## config.mk

```make
export PLATFORM = sky130hd
export DESIGN_NAME = ahb_req_arbiter
export DESIGN_NICKNAME = d
export VERILOG_FILES = /design/src/rtl/ahb_req_arbiter.sv
export SDC_FILE = /design/constraint.sdc
export NUM_CORES = 1
export LEC_CHECK = 0
export CORE_ASPECT_RATIO = 1.1
export CORE_MARGIN = 2
export CORE_UTILIZATION = 38
export DETAILED_ROUTE_END_ITERATION = 8
export PLACE_DENSITY = 0.78
export SLEW_MARGIN = 40
export SYNTH_ARGS = -nofsm -noshare
export SYNTH_HDL_FRONTEND = slang
export SYNTH_SLANG_ARGS = --single-unit
export TNS_END_PERCENT = 100
```

## constraint.sdc

```tcl
create_clock -name HCLK -period 4.7 [get_ports HCLK]
set_input_delay 0.94 -clock HCLK [delete_from_list [all_inputs] [get_ports HCLK]]
set_output_delay 0.94 -clock HCLK [all_outputs]
set_load 0.01 [all_outputs]
```

## src/rtl/ahb_req_arbiter.sv

```systemverilog
// Two-requester front end for a single-word AHB-Lite master.
// Round-robin selection, one outstanding transfer, fully registered bus and status outputs.
module ahb_req_arbiter #(
  parameter int ADDR_WIDTH = 32,
  parameter int DATA_WIDTH = 32
) (
  input  logic                  HCLK,
  input  logic                  HRESET,
  input  logic [1:0]            req,
  input  logic [ADDR_WIDTH-1:0] addr0,
  input  logic [ADDR_WIDTH-1:0] addr1,
  input  logic [1:0]            wr,
  input  logic [DATA_WIDTH-1:0] wdata0,
  input  logic [DATA_WIDTH-1:0] wdata1,
  output logic [1:0]            gnt,
  output logic [1:0]            done,
  output logic [DATA_WIDTH-1:0] rdata,
  output logic                  err,
  output logic [ADDR_WIDTH-1:0] HADDR,
  output logic [1:0]            HTRANS,
  output logic                  HWRITE,
  output logic [2:0]            HSIZE,
  output logic [DATA_WIDTH-1:0] HWDATA,
  input  logic [DATA_WIDTH-1:0] HRDATA,
  input  logic                  HREADY,
  input  logic [1:0]            HRESP
);

  typedef enum logic [1:0] {
    IDLE = 2'b00,
    ADDR = 2'b01,
    DATA = 2'b10
  } state_t;

  localparam logic [1:0] TRANS_IDLE   = 2'b00;
  localparam logic [1:0] TRANS_NONSEQ = 2'b10;
  localparam logic [2:0] SIZE_WORD    = 3'b010;
  localparam logic [1:0] RESP_ERROR   = 2'b01;

  // Winner index; the served flag keeps requester 0 ahead on the first tie after reset.
  function automatic logic pick_winner(input logic [1:0] r, input logic served, input logic last);
    logic w;
    case (r)
      2'b01:   w = 1'b0;
      2'b10:   w = 1'b1;
      2'b11:   w = served ? ~last : 1'b0;
      default: w = 1'b0;
    endcase
    return w;
  endfunction

  state_t                state_r, state_nxt;
  logic                  sel_r, sel_nxt;
  logic                  last_r, last_nxt;
  logic                  served_r, served_nxt;
  logic                  err_flag_r, err_flag_nxt;
  logic [DATA_WIDTH-1:0] wdata_lat_r, wdata_lat_nxt;
  logic [1:0]            gnt_r, gnt_nxt;
  logic [1:0]            done_r, done_nxt;
  logic [DATA_WIDTH-1:0] rdata_r, rdata_nxt;
  logic                  err_r, err_nxt;
  logic [ADDR_WIDTH-1:0] haddr_r, haddr_nxt;
  logic [1:0]            htrans_r, htrans_nxt;
  logic                  hwrite_r, hwrite_nxt;
  logic [DATA_WIDTH-1:0] hwdata_r, hwdata_nxt;
  logic                  win_s;
  logic                  hresp_err_s;

  // Next-state and next-output computation for the transfer FSM.
  always_comb begin
    state_nxt     = state_r;
    sel_nxt       = sel_r;
    last_nxt      = last_r;
    served_nxt    = served_r;
    err_flag_nxt  = err_flag_r;
    wdata_lat_nxt = wdata_lat_r;
    gnt_nxt       = 2'b00;
    done_nxt      = 2'b00;
    rdata_nxt     = rdata_r;
    err_nxt       = err_r;
    haddr_nxt     = haddr_r;
    htrans_nxt    = htrans_r;
    hwrite_nxt    = hwrite_r;
    hwdata_nxt    = hwdata_r;
    win_s         = pick_winner(req, served_r, last_r);
    hresp_err_s   = (HRESP == RESP_ERROR);

    case (state_r)
      IDLE: begin
        htrans_nxt = TRANS_IDLE;
        if ((req != 2'b00) && HREADY) begin
          state_nxt     = ADDR;
          sel_nxt       = win_s;
          gnt_nxt       = win_s ? 2'b10 : 2'b01;
          haddr_nxt     = win_s ? addr1 : addr0;
          hwrite_nxt    = win_s ? wr[1] : wr[0];
          wdata_lat_nxt = win_s ? wdata1 : wdata0;
          htrans_nxt    = TRANS_NONSEQ;
        end else begin
          state_nxt = IDLE;
        end
      end
      ADDR: begin
        if (HREADY) begin
          state_nxt    = DATA;
          htrans_nxt   = TRANS_IDLE;
          err_flag_nxt = 1'b0;
          if (hwrite_r) begin
            hwdata_nxt = wdata_lat_r;
          end else begin
            hwdata_nxt = hwdata_r;
          end
        end else begin
          state_nxt = ADDR;
        end
      end
      DATA: begin
        // The completing cycle's own response counts toward the error flag.
        err_flag_nxt = err_flag_r | hresp_err_s;
        if (HREADY) begin
          state_nxt  = IDLE;
          done_nxt   = sel_r ? 2'b10 : 2'b01;
          err_nxt    = err_flag_r | hresp_err_s;
          last_nxt   = sel_r;
          served_nxt = 1'b1;
          if (hwrite_r) begin
            rdata_nxt = rdata_r;
          end else begin
            rdata_nxt = HRDATA;
          end
        end else begin
          state_nxt = DATA;
        end
      end
      default: begin
        state_nxt  = IDLE;
        htrans_nxt = TRANS_IDLE;
      end
    endcase
  end

  // State and output registers; reset abandons any transfer in flight.
  always_ff @(posedge HCLK or posedge HRESET) begin
    if (HRESET) begin
      state_r     <= IDLE;
      sel_r       <= 1'b0;
      last_r      <= 1'b0;
      served_r    <= 1'b0;
      err_flag_r  <= 1'b0;
      wdata_lat_r <= '0;
      gnt_r       <= 2'b00;
      done_r      <= 2'b00;
      rdata_r     <= '0;
      err_r       <= 1'b0;
      haddr_r     <= '0;
      htrans_r    <= TRANS_IDLE;
      hwrite_r    <= 1'b0;
      hwdata_r    <= '0;
    end else begin
      state_r     <= state_nxt;
      sel_r       <= sel_nxt;
      last_r      <= last_nxt;
      served_r    <= served_nxt;
      err_flag_r  <= err_flag_nxt;
      wdata_lat_r <= wdata_lat_nxt;
      gnt_r       <= gnt_nxt;
      done_r      <= done_nxt;
      rdata_r     <= rdata_nxt;
      err_r       <= err_nxt;
      haddr_r     <= haddr_nxt;
      htrans_r    <= htrans_nxt;
      hwrite_r    <= hwrite_nxt;
      hwdata_r    <= hwdata_nxt;
    end
  end

  assign gnt    = gnt_r;
  assign done   = done_r;
  assign rdata  = rdata_r;
  assign err    = err_r;
  assign HADDR  = haddr_r;
  assign HTRANS = htrans_r;
  assign HWRITE = hwrite_r;
  assign HSIZE  = SIZE_WORD;
  assign HWDATA = hwdata_r;

endmodule

```

Fig. 1: run 1, port wiring
Drawn at 3 px/um.
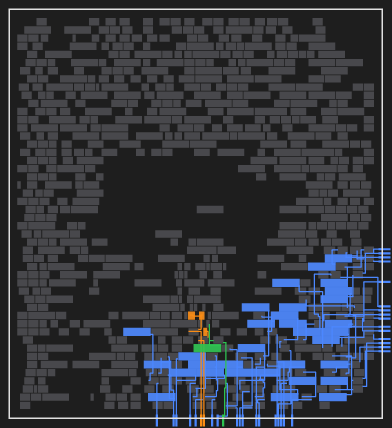
legend:
  orange:
    port: `HRESP`
    direction: input
    end_cells: 3
    buffers: 2
    wire: 73.3 um
  blue:
    port: `rdata`
    direction: output
    end_cells: 32
    buffers: 32
    wire: 936 um
  green:
    port: `err`
    direction: output
    end_cells: 1
    buffers: 1
    wire: 38.7 um

Fig. 2: run 1, close-up of the layout
Region (83, 92) to (103, 112) um. Cells in gray, sequential cells in the stronger gray; small squares are vias.
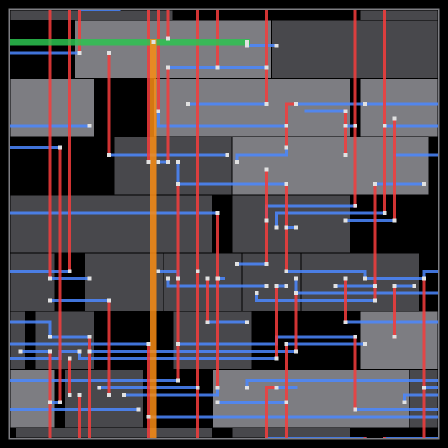
legend:
  red:
    layer: metal 2
  green:
    layer: metal 3
  blue:
    layer: metal 1
  orange:
    layer: metal 4
netlist names of flops here include: `HWDATA` (2), `wdata_lat_r` (2)
most frequent: dfrtp_1 (4), mux2_4 (3), clkdlybuf4s50_1 (3)
cells with their middle in the window: 16
sequential cells in the window: 4

Fig. 3: run 1, wiring by layer
Drawn at 4 px/um. Only two layers are drawn.
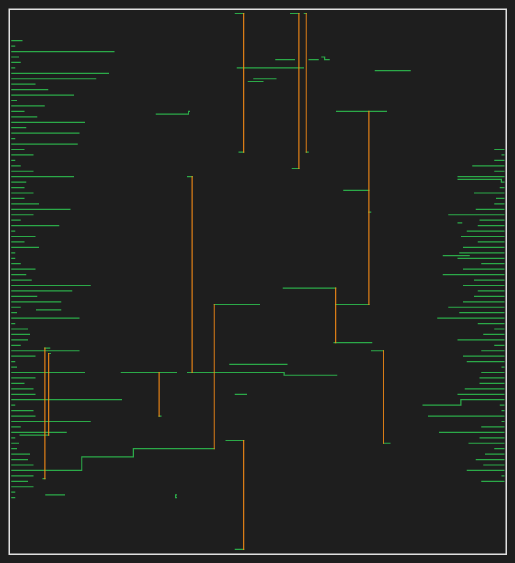
legend:
  orange:
    layer: metal 4
    wire_length: 369 um
  green:
    layer: metal 3
    wire_length: 1300 um

==> CHANGELOG.md, run 1 <==
### Physical design

- Outcome: complete, no violations
- # IOs: 276
- RSZ-0062 raised after global routing: no
- Non-filler instance count after layout: 884
- VDD IR max: 0.250 mV
- Hold WS: 0.458 ns
- DP HPWL: 11600 um
- Pin count of the biggest net entering global routing: 142
- YS chip area: 6010 sq um
- Worst stage delay on the critical path: 0.66 ns
- Final Wtd Congestion: 0.743
- Max Freq: 361 MHz
- Clk_lat worst skew: 0.42 ns
- Clock buffer depth: 2
- Global-route wire length before repair: 25300 um
- GRT Overall Usage: 19.9%
- Initial antenna violation count: 0
- Crit Path Class: primary input to register
- Vias in the first global route: 4946
- CP required: 4.99 ns
- Slew Limit Headroom: 48.2%
- Antenna-violating nets left: 0
- PortBufs: 271
- Hold WC Path Type: register to register
- Sequential share of power: 36.3%
- N_diodes: 0
- Final slew viol count: 0
- Clock Sinks: 141
- Clock skew: 0.0110 ns
- Post-Synthesis Cells: 411
- Post-CTS setup buffer count: 0
- FP Core Util: 38.6%
- Final setup violation count: 0
- H-tree Lvls: 4
- Synth warnings: 0
- Cell count listed in synth_stat.txt: 411
- Post-synth cell types: 29
- Die y size: 136 um
- Tool warnings: 28
==> run 1: power groups by stage <==
stage	Combinational (W)	Clock [W]	Sequential [W]
final	0.00239	0.00135	0.00213
after global routing	0.00256	0.00144	0.00220
after CTS	0.00241	0.00138	0.00214
after detailed placement	0.00241	0	0.00214
after global placement	0.00234	0	0.00212
after floorplan	0.00102	0	0.00227
==> run 1: per-layer routing <==
layer | global-route usage, % | routed length [um]
met5 | 0 | 0
met4 | 8.46 | 369
met3 | 5.58 | 1300
met2 | 34.6 | 8740
met1 | 22.7 | 6520
==> run 1: cell type report <==
| type | count | area (sq um) | area share, % |
|---|---|---|---|
| Sequential cell | 141 | 3530 | 37.4 |
| Timing Repair Buffer | 278 | 2810 | 29.8 |
| Multi-Input combinational cell | 228 | 2210 | 23.5 |
| Clock buffer | 18 | 429 | 4.55 |
| Tap cell | 200 | 250 | 2.66 |
| Clock inverter | 14 | 170 | 1.81 |
| Inverter | 5 | 22.5 | 0.239 |
==> run 1: cells by family after synthesis <==
kind of cell           count (synthesis)  synth area share, %
AOI/OAI and AO/OA                    142                 20.6
buffers and inverters                 44                 4.69
DFF                                  141                 58.7
muxes                                 64                 13.9
other                                  2                0.125
and+or+nand+nor                       18                 1.98
==> run 1: synthesized netlist by cell type (all sizes together) <==
cell type,count
or2,1
nand2b,4
inv,5
o21ai,4
conb,2
nand2,5
a2111oi,1
buf,30
nand3b,1
a21boi,65
a21o,2
nor2,4
a21oi,2
a31oi,1
a22o,1
a221o,65
nand3,1
nor3b,1
o211a,1
clkbuf,9
dfrtp,141
nor2b,1
mux2,64
==> run 1: critical path, delay by kind of cell <==
family                 cells  cell delay, ns
buffers and inverters      2            1.12
AND/OR/NAND/NOR            1            0.66
multiplexers               1            0.32
==> run 1: sequential cells by signal (all words and copies together) (netlist names), 2 cells and up <==
register and count:
HADDR 32, HWDATA 32, done 2, gnt 2, rdata 32, state_r 2
wdata_lat_r 32
==> run 1: metrics by stage <==
stage	setup slack [ns]	instance area (sq um)
finish	1.93	9420
floorplan	2.00	6020
detailed placement	1.48	8790
global route	1.83	9420
global placement	1.52	8790
CTS	1.93	9390
==> run 1: worst paths after layout <==
path | from | endpoint | slack, ns | cells past startpoint
max | HREADY | HWDATA[8] | 1.93 | 4
min | sel_r | done[0] | 0.46 | 1
max reg2reg | state_r[0] | HWDATA[8] | 2.36 | 4
min reg2reg | sel_r | done[0] | 0.46 | 1
max in group asynchronous | HRESET | HADDR[3] | 3.06 | 3
min in group asynchronous | HRESET | rdata[10] | 1.11 | 3
Fig. 4: run 1, met2 routing
Drawn at 3 px/um. Cells faint in the background.
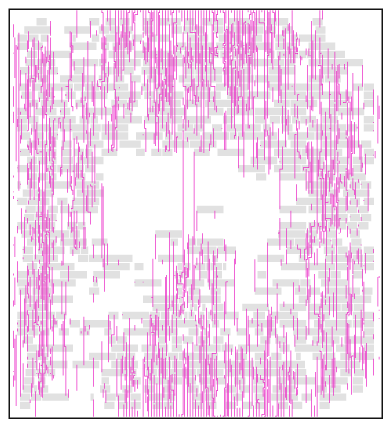

==> run 2, diff against run 1 <==
==> constraint.sdc (replaced) <==
create_clock -name HCLK -period 2.2 [get_ports HCLK]
set_input_delay 0.44 -clock HCLK [delete_from_list [all_inputs] [get_ports HCLK]]
set_output_delay 0.44 -clock HCLK [all_outputs]
set_load 0.01 [all_outputs]
Fig. 5: run 2, met2 routing
Drawn at 3 px/um. Cells faint in the background.
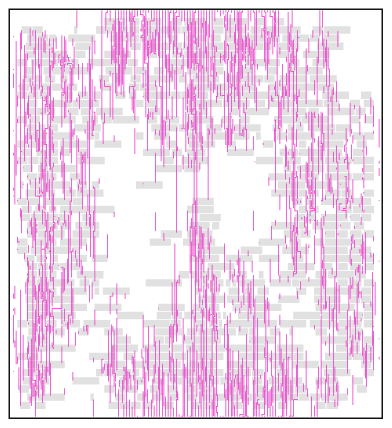
nets with wire on the layer: 770
longest straight run: 55.9 um
main direction: vertical

Fig. 6: run 2, clock wiring as the flow saved it
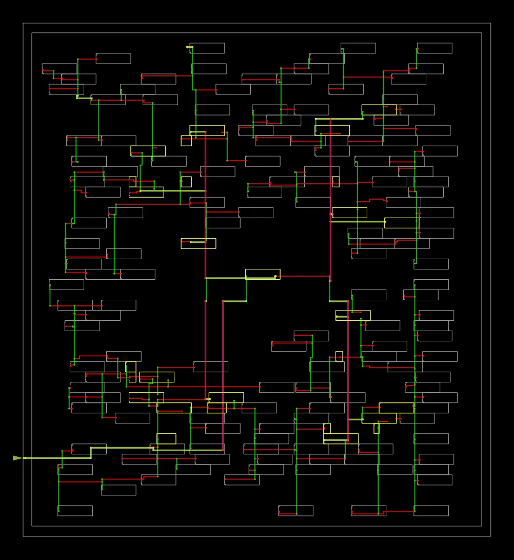
flip-flops: 141
clk_lat worst skew: 0.41 ns
clock skew: 0.00492 ns
clk pwr: 0.00247 W

==> CHANGELOG.md, run 2 <==
### Physical design

- Worst stage delay on the critical path: 0.59 ns
- R2r setup slk: 0.51 ns
- Hold WC Path Type: register to register
- RSZ-0062 raised after global routing: no
- Outcome: complete, no violations
- GRT Overall Usage: 20.0%
- Final setup violation count: 0
- Antenna-violating nets left: 0
- Clock buffer depth: 2
- Hold WS: 0.452 ns
- Final Wtd Congestion: 0.785
- FP Core Util: 38.6%
- Global-route wire length before repair: 25600 um
- Critical Path Stages: 1
- Synth warnings: 0
- Async SR Flop Fraction: 100%
- Worst Setup EP: HWRITE
- N_diodes: 0
- Pin count of the biggest net entering global routing: 78
- Placed Area: 8970 sq um
- EDFF count, synth: 0
- Worst slack, placed: 0.0776 ns
- Worst setup margin: 0.273 ns
- DP HPWL: 11800 um
- Sequential share of power: 37.2%
- H-tree Lvls: 4
- Clock Sinks: 141
- Final slew viol count: 0
- Post-Synthesis Cells: 411
- Die y size: 136 um
- PortBufs: 271
- YS chip area: 6010 sq um
- Delay-heaviest family, CP: buffers and inverters
- Post-synth cell types: 29
==> run 2: per-stage QoR <==
stage               power, W  util [%]
finish                0.0122      60.9
global route          0.0129      60.9
CTS                   0.0123      60.9
detailed placement   0.00978      57.6
global placement     0.00959      57.6
floorplan            0.00702         -
==> run 2: worst reg2reg max path, stage by stage (launching register included) <==
cell and delay (ns):
dfrtp_1 0.50, nor3b_4 0.32, buf_4 0.31, a21boi_0 0.15, a221o_1 0.29
==> run 2: routing by layer <==
| layer | GRT usage [%] | routed length (um) |
|---|---|---|
| met5 | 0 | 0 |
| met4 | 8.40 | 435 |
| met3 | 5.41 | 1230 |
| met2 | 34.2 | 8490 |
| met1 | 23.7 | 6490 |
==> run 2: layout make-up <==
class	instances	area, sq um
fillers	1211	6080
flip-flops and latches	141	3530
repair buffers	286	2960
multi-input cells	228	2200
clock buffers	20	457
well taps	200	250
clock inverters	8	47.5
inverters	5	22.5
==> run 2: worst min-delay path by stage <==
stage | startpoint | to | slack (ns) | depth (start not counted)
after floorplan | sel_r | done[0] | 0.43 | 1
after global placement | sel_r | done[0] | 0.45 | 1
after detailed placement | sel_r | done[0] | 0.45 | 1
after CTS | sel_r | done[0] | 0.45 | 1
after global routing | last_r | last_r | 0.48 | 1
final | sel_r | done[0] | 0.45 | 1
==> run 2: logic make-up (layout without fill, tap and decap cells) <==
kind of cell / Yosys count / after routing / share of synthesized area, %
AND-OR/OR-AND: 142 / 142 / 20.6
flip-flops: 141 / 141 / 58.7
multiplexers: 64 / 64 / 13.9
other: 2 / 4 / 0.125
buffers and inverters: 44 / 319 / 4.69
AND/OR/NAND/NOR: 18 / 18 / 1.98
==> run 2: power by group through the flow <==
stage / clock [W] / combinational (W) / sequential (W)
4_1_cts: 0.00255 / 0.00525 / 0.00455
5_1_grt: 0.00267 / 0.00555 / 0.00469
6_report: 0.00247 / 0.00518 / 0.00453
3_5_place_dp: 0 / 0.00523 / 0.00456
3_3_place_gp: 0 / 0.00508 / 0.00451
2_1_floorplan: 0 / 0.00218 / 0.00485
No activity file was given, so power comes from the tool's default toggle rates.
